**config.mk**
```make
export PLATFORM = sky130hd
export DESIGN_NAME = hdmi_tx_cfg_sequencer
export DESIGN_NICKNAME = d
export VERILOG_FILES = /design/src/rtl/hdmi_tx_pkg.sv /design/src/rtl/hdmi_tx_cfg_rom.sv /design/src/rtl/hdmi_tx_cfg_sequencer.sv
export SDC_FILE = /design/constraint.sdc
export NUM_CORES = 1
export LEC_CHECK = 0
export CAP_MARGIN = 20
export CORE_AREA = 2 2 174 91
export CTS_CLUSTER_SIZE = 14
export DETAILED_ROUTE_END_ITERATION = 8
export DIE_AREA = 0 0 176 93
export SKIP_LAST_GASP = 1
export SYNTH_ARGS = -nofsm -noshare
export SYNTH_HDL_FRONTEND = slang
export SYNTH_SLANG_ARGS = --single-unit
```
**constraint.sdc**
```tcl
create_clock -name clock_50 -period 3.2 [get_ports clock_50]
set_input_delay 0.32 -clock clock_50 [delete_from_list [all_inputs] [get_ports clock_50]]
set_output_delay 0.32 -clock clock_50 [all_outputs]
set_load 0.02 [all_outputs]
```
**src/rtl/hdmi_tx_pkg.sv**
```systemverilog
// hdmi_tx_pkg: shared types and constants for the HDMI transmitter configuration path.
//   state_t     - sequencer states
//   cfg_entry_t - one (register, value) table entry
package hdmi_tx_pkg;

   typedef enum logic [2:0] {
      ST_POWERUP,
      ST_ISSUE,
      ST_WAIT,
      ST_DONE,
      ST_FAIL
   } state_t;

   localparam logic [7:0] HDMI_TX_I2C_ADDR    = 8'h72;
   localparam logic [7:0] HDMI_TX_INT_CLR_REG = 8'h96;
   localparam logic [7:0] HDMI_TX_INT_CLR_VAL = 8'hFF;

   // "reg" is a keyword, so the register-address field is reg_addr
   typedef struct packed {
      logic [7:0] reg_addr;
      logic [7:0] data;
   } cfg_entry_t;

endpackage

```
**src/rtl/hdmi_tx_cfg_rom.sv**
```systemverilog
// hdmi_tx_cfg_rom: combinational configuration table, index -> (register, value).
//   i_idx   in  IW  table index
//   o_entry out 16  cfg_entry_t for that index
// Entry 0 clears the interrupt status; the rest power the transmitter up and
// set it for 640x480p60, RGB 4:4:4, HDMI mode.
module hdmi_tx_cfg_rom
   import hdmi_tx_pkg::*;
#(
   parameter int IW = 5
)(
   input  logic [IW-1:0] i_idx,
   output cfg_entry_t    o_entry
);

   always_comb begin
      o_entry = {HDMI_TX_INT_CLR_REG, HDMI_TX_INT_CLR_VAL};
      case (int'(i_idx))
         1:  o_entry = 16'h4110;  // power up
         2:  o_entry = 16'h9803;  // fixed registers
         3:  o_entry = 16'h9AE0;
         4:  o_entry = 16'h9C30;
         5:  o_entry = 16'h9D61;
         6:  o_entry = 16'hA2A4;
         7:  o_entry = 16'hA3A4;
         8:  o_entry = 16'hE0D0;
         9:  o_entry = 16'hF900;
         10: o_entry = 16'h1500;  // input ID 0, 4:4:4
         11: o_entry = 16'h1630;  // 8 bit per colour
         12: o_entry = 16'h1700;  // 4:3 aspect, normal syncs
         13: o_entry = 16'h1846;  // colour-space converter off
         14: o_entry = 16'hAF06;  // HDMI mode
         15: o_entry = 16'h4080;  // general control packet enable
         16: o_entry = 16'h4C04;  // 24-bit colour depth
         17: o_entry = 16'h5500;  // AVI: RGB
         18: o_entry = 16'h5618;  // AVI: 4:3 picture aspect
         19: o_entry = 16'h3C01;  // VIC 1, 640x480p60
         20: o_entry = 16'h3B00;  // pixel repetition auto
         21: o_entry = 16'h9480;  // HPD interrupt enable
         22: o_entry = 16'h9500;
         23: o_entry = 16'hD03C;  // sync polarity handling
         24: o_entry = 16'hBA60;  // no clock delay
         25: o_entry = 16'hD6C0;  // HPD always high
         26: o_entry = 16'h0100;  // audio N value
         27: o_entry = 16'h0218;
         28: o_entry = 16'h0300;
         29: o_entry = 16'h0A01;
         30: o_entry = 16'h0C84;
         31: o_entry = 16'h4A80;  // auto checksum
         default: ;
      endcase
   end

endmodule

```
**src/rtl/hdmi_tx_cfg_sequencer.sv**
```systemverilog
// hdmi_tx_cfg_sequencer: waits after power-up, then writes the configuration
// table through the byte-level I2C write master, retrying NACKed entries and
// re-running the table on every transmitter interrupt.
//   clock_50     in   1  system clock
//   reset_n      in   1  asynchronous active-low reset
//   tx_int_n     in   1  transmitter interrupt, active-low, asynchronous
//   cmd_valid    out  1  write command valid
//   cmd_ready    in   1  master accepts command
//   cmd_dev      out  8  device address (DEV_ADDR)
//   cmd_reg      out  8  register address of current entry
//   cmd_data     out  8  value of current entry
//   xfer_done    in   1  accepted transfer finished (pulse)
//   xfer_nack    in   1  transfer NACKed, qualified by xfer_done
//   config_done  out  1  table written without failure
//   config_error out  1  an entry ran out of retries
//   pass_count   out  8  completed table passes, wrapping
module hdmi_tx_cfg_sequencer
   import hdmi_tx_pkg::*;
#(
   parameter logic [7:0] DEV_ADDR     = HDMI_TX_I2C_ADDR,
   parameter int         NUM_REGS     = 32,
   parameter int         POWERUP_WAIT = 10_000_000,
   parameter int         MAX_RETRY    = 3
)(
   input  logic       clock_50,
   input  logic       reset_n,
   input  logic       tx_int_n,
   output logic       cmd_valid,
   input  logic       cmd_ready,
   output logic [7:0] cmd_dev,
   output logic [7:0] cmd_reg,
   output logic [7:0] cmd_data,
   input  logic       xfer_done,
   input  logic       xfer_nack,
   output logic       config_done,
   output logic       config_error,
   output logic [7:0] pass_count
);

   localparam int IW = NUM_REGS > 1 ? $clog2(NUM_REGS) : 1;
   localparam int RW = $clog2(MAX_RETRY + 1);
   localparam int CW = POWERUP_WAIT > 1 ? $clog2(POWERUP_WAIT) : 1;
   localparam logic [IW-1:0] LAST_IDX   = IW'(NUM_REGS - 1);
   localparam logic [RW-1:0] LAST_RETRY = RW'(MAX_RETRY - 1);

   state_t          r_state, w_state;
   logic [CW-1:0]   r_cnt;
   logic [IW-1:0]   r_idx, w_idx;
   logic [RW-1:0]   r_retry, w_retry;
   logic            r_pend, w_pend;
   logic [1:0]      r_sync;
   logic            r_int_d, r_int_evt;
   logic            r_cmd_valid, r_done, r_error;
   logic [7:0]      r_cmd_reg, r_cmd_data, r_pass;
   cfg_entry_t      w_entry;

   // Fields are loaded from the next index so they are valid together with cmd_valid
   hdmi_tx_cfg_rom #(.IW(IW)) u_rom (
      .i_idx   (w_idx),
      .o_entry (w_entry)
   );

   always_comb begin
      w_state = r_state;
      w_idx   = r_idx;
      w_retry = r_retry;
      // events that arrive mid-pass are remembered and honoured at DONE
      w_pend  = r_pend | (r_int_evt & (r_state inside {ST_POWERUP, ST_ISSUE, ST_WAIT}));
      case (r_state)
         ST_POWERUP: if (r_cnt == '0) begin
            w_state = ST_ISSUE;
            w_idx   = '0;
            w_retry = '0;
         end
         ST_ISSUE: if (cmd_ready) w_state = ST_WAIT;
         ST_WAIT: if (xfer_done) begin
            if (xfer_nack) begin
               if (r_retry == LAST_RETRY) begin
                  w_state = ST_FAIL;
                  w_pend  = 1'b0;
               end else begin
                  w_retry = r_retry + 1'b1;
                  w_state = ST_ISSUE;
               end
            end else if (r_idx == LAST_IDX) begin
               w_state = ST_DONE;
            end else begin
               w_idx   = r_idx + 1'b1;
               w_retry = '0;
               w_state = ST_ISSUE;
            end
         end
         ST_DONE, ST_FAIL: if (r_pend | r_int_evt) begin
            w_state = ST_ISSUE;
            w_idx   = '0;
            w_retry = '0;
            w_pend  = 1'b0;
         end
         default: w_state = ST_POWERUP;
      endcase
   end

   always_ff @(posedge clock_50 or negedge reset_n) begin
      if (!reset_n) begin
         r_state     <= ST_POWERUP;
         r_cnt       <= CW'(POWERUP_WAIT - 1);
         r_idx       <= '0;
         r_retry     <= '0;
         r_pend      <= 1'b0;
         r_sync      <= 2'b11;
         r_int_d     <= 1'b1;
         r_int_evt   <= 1'b0;
         r_cmd_valid <= 1'b0;
         r_cmd_reg   <= HDMI_TX_INT_CLR_REG;
         r_cmd_data  <= HDMI_TX_INT_CLR_VAL;
         r_done      <= 1'b0;
         r_error     <= 1'b0;
         r_pass      <= '0;
      end else begin
         r_state     <= w_state;
         r_cnt       <= (r_state == ST_POWERUP && r_cnt != '0) ? r_cnt - 1'b1 : r_cnt;
         r_idx       <= w_idx;
         r_retry     <= w_retry;
         r_pend      <= w_pend;
         r_sync      <= {r_sync[0], tx_int_n};
         r_int_d     <= r_sync[1];
         r_int_evt   <= r_int_d & ~r_sync[1];
         r_cmd_valid <= w_state == ST_ISSUE;
         r_cmd_reg   <= w_entry.reg_addr;
         r_cmd_data  <= w_entry.data;
         r_done      <= w_state == ST_DONE;
         r_error     <= w_state == ST_FAIL;
         r_pass      <= (w_state == ST_DONE && r_state != ST_DONE) ? r_pass + 1'b1 : r_pass;
      end
   end

   assign cmd_valid    = r_cmd_valid;
   assign cmd_dev      = DEV_ADDR;
   assign cmd_reg      = r_cmd_reg;
   assign cmd_data     = r_cmd_data;
   assign config_done  = r_done;
   assign config_error = r_error;
   assign pass_count   = r_pass;

endmodule

```
Fig. 1: local utilization
The die is cut into 18 by 9 equal tiles; white is low, dark blue is high, 0 to 100% covered.
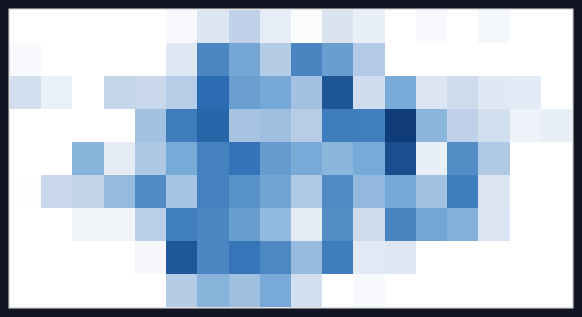
fullest tile = 95%
mean over tiles = 25%
tiles over 75% full = 3.7%
nearly empty tiles = 35%

Fig. 2: the metal 2 layer
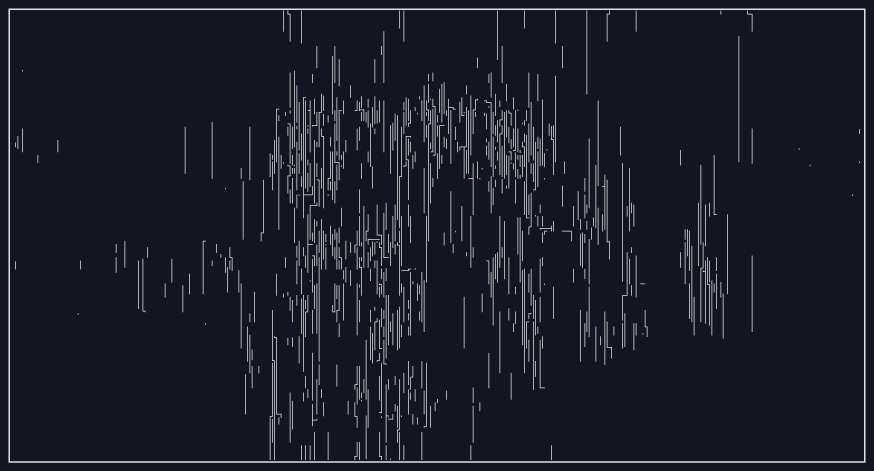
longest straight run = 25.8 um
main direction = vertical
routing usage on met2: 14.34%
total routed wirelength: 8691 um
number of vias in the routed layout: 2925

Fig. 3: routing congestion map
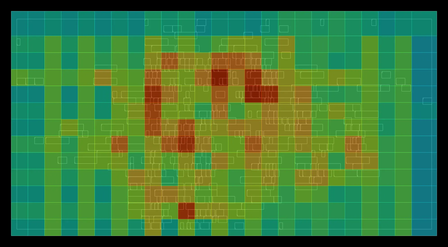
Core Util, Final: 29.55%
met3 Track Usage GR: 4.106%
GRT Total Usage: 11.23%
busiest grt layer: met1
met1 track utilization from global routing: 16.94%

Fig. 4: signal wires by layer
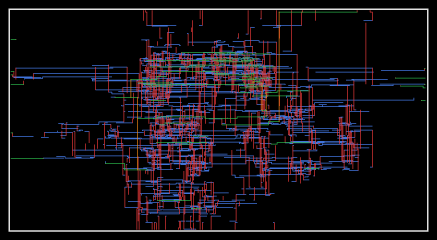
blue -> metal 1  # wire length 4490 um
green -> metal 3  # wire length 693 um
red -> metal 2  # wire length 3400 um
orange -> metal 4  # wire length 110 um

Fig. 5: gate families picked out
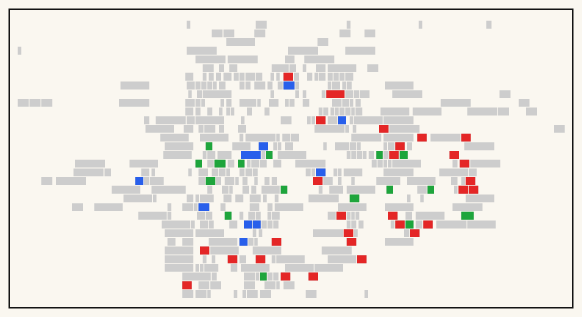
green -> AND and OR gates  # cells 16, where middle
blue -> AND-OR and OR-AND gates  # cells 10
red -> XOR/XNOR gates  # cells 29

[layout make-up]
cell class              instances  area, um2
repair buffers                 40      375.4
fillers                      1522      10520
clock buffers                  13      240.2
well taps                     204      255.2
inverters                      10      37.54
clock inverters                 3      40.04
multi-input cells             278       1777
flip-flops and latches         66       1688
[stage by stage]
stage | hold WS (ns) | worst slack [ns]
floorplan | 0.02441 | 0.7016
global placement | 0.3469 | 0.3535
detailed placement | 0.3479 | 0.2763
CTS | 0.07310 | 0.2328
global route | 0.1119 | 0.1021
finish | 0.05706 | 0.2055
[metal layers]
metal	share of wire, %	global-route usage, %
met3	8.0	4.106
met5	0	0
met2	39	14.34
met4	1.3	3.650
met1	52	16.94
==> reports/metrics.csv <==
metric,value,unit
tool warnings,27,
total setup violations reported at the end of the flow,0,
comb pwr,839,uW
CTS tree,yes,
xor-xnor portion of the synthesized cell area,7.158,%
x dimension of the die,176,um
end of the critical path,cmd_reg[1]$_DFF_PN1_,
cell type with the largest total area,sky130_fd_sc_hd__dfrtp_1,
net switching fraction of the power,32.43,%
cell area after synthesis,3654,um2
Stages on worst setup path,8,
delay contributed by the slowest stage of the critical path,0.59,ns
critical path data arrival time,3.22,ns
status,"complete, no violations",
post-synthesis sequential element count,66,
worst setup path startpoint,r_cnt[11]$_DFFE_PN0P_,
y dimension of the die,93,um
capture instance of the worst register-to-register path,cmd_reg[1]$_DFF_PN1_,
Clock net power,945,uW
DRT antenna net count,0,
Max Transition Viols Final,0,
number of global-route vias before repair,2787,
final critical-path required period,2.995,ns
Pint,1947,uW
"top library cells by usage in the layout, fill and taps aside","sky130_fd_sc_hd__nand2_1, sky130_fd_sc_hd__dfrtp_1, sky130_fd_sc_hd__nor2_1",
count of hold buffers inserted by post-cts repair,0,
ranking of synthesized cells by area,"sky130_fd_sc_hd__dfrtp_1, sky130_fd_sc_hd__dfstp_2, sky130_fd_sc_hd__nand2_1",
"buffers from clock root to sink, at most",2,
flop2flop setup slack,0.21,ns
worst path required time,3.42,ns
detailed router's first-iteration violation count,264,
final routed DRC violation total,0,
Nets,416,
cells along the critical path,"or4_4, nor4_4, a21o_2, a31o_4, inv_2, a21oi_1, o221ai_2, a221oi_2",
"critical path fanouts, max",23,
path category of the worst min-delay check,in -> async,
sinks on the clock net,66,
most numerous logic cell after layout,sky130_fd_sc_hd__nand2_1,
HPWL after detailed placement,6173,um
No activity file was given, so power comes from the tool's default toggle rates.
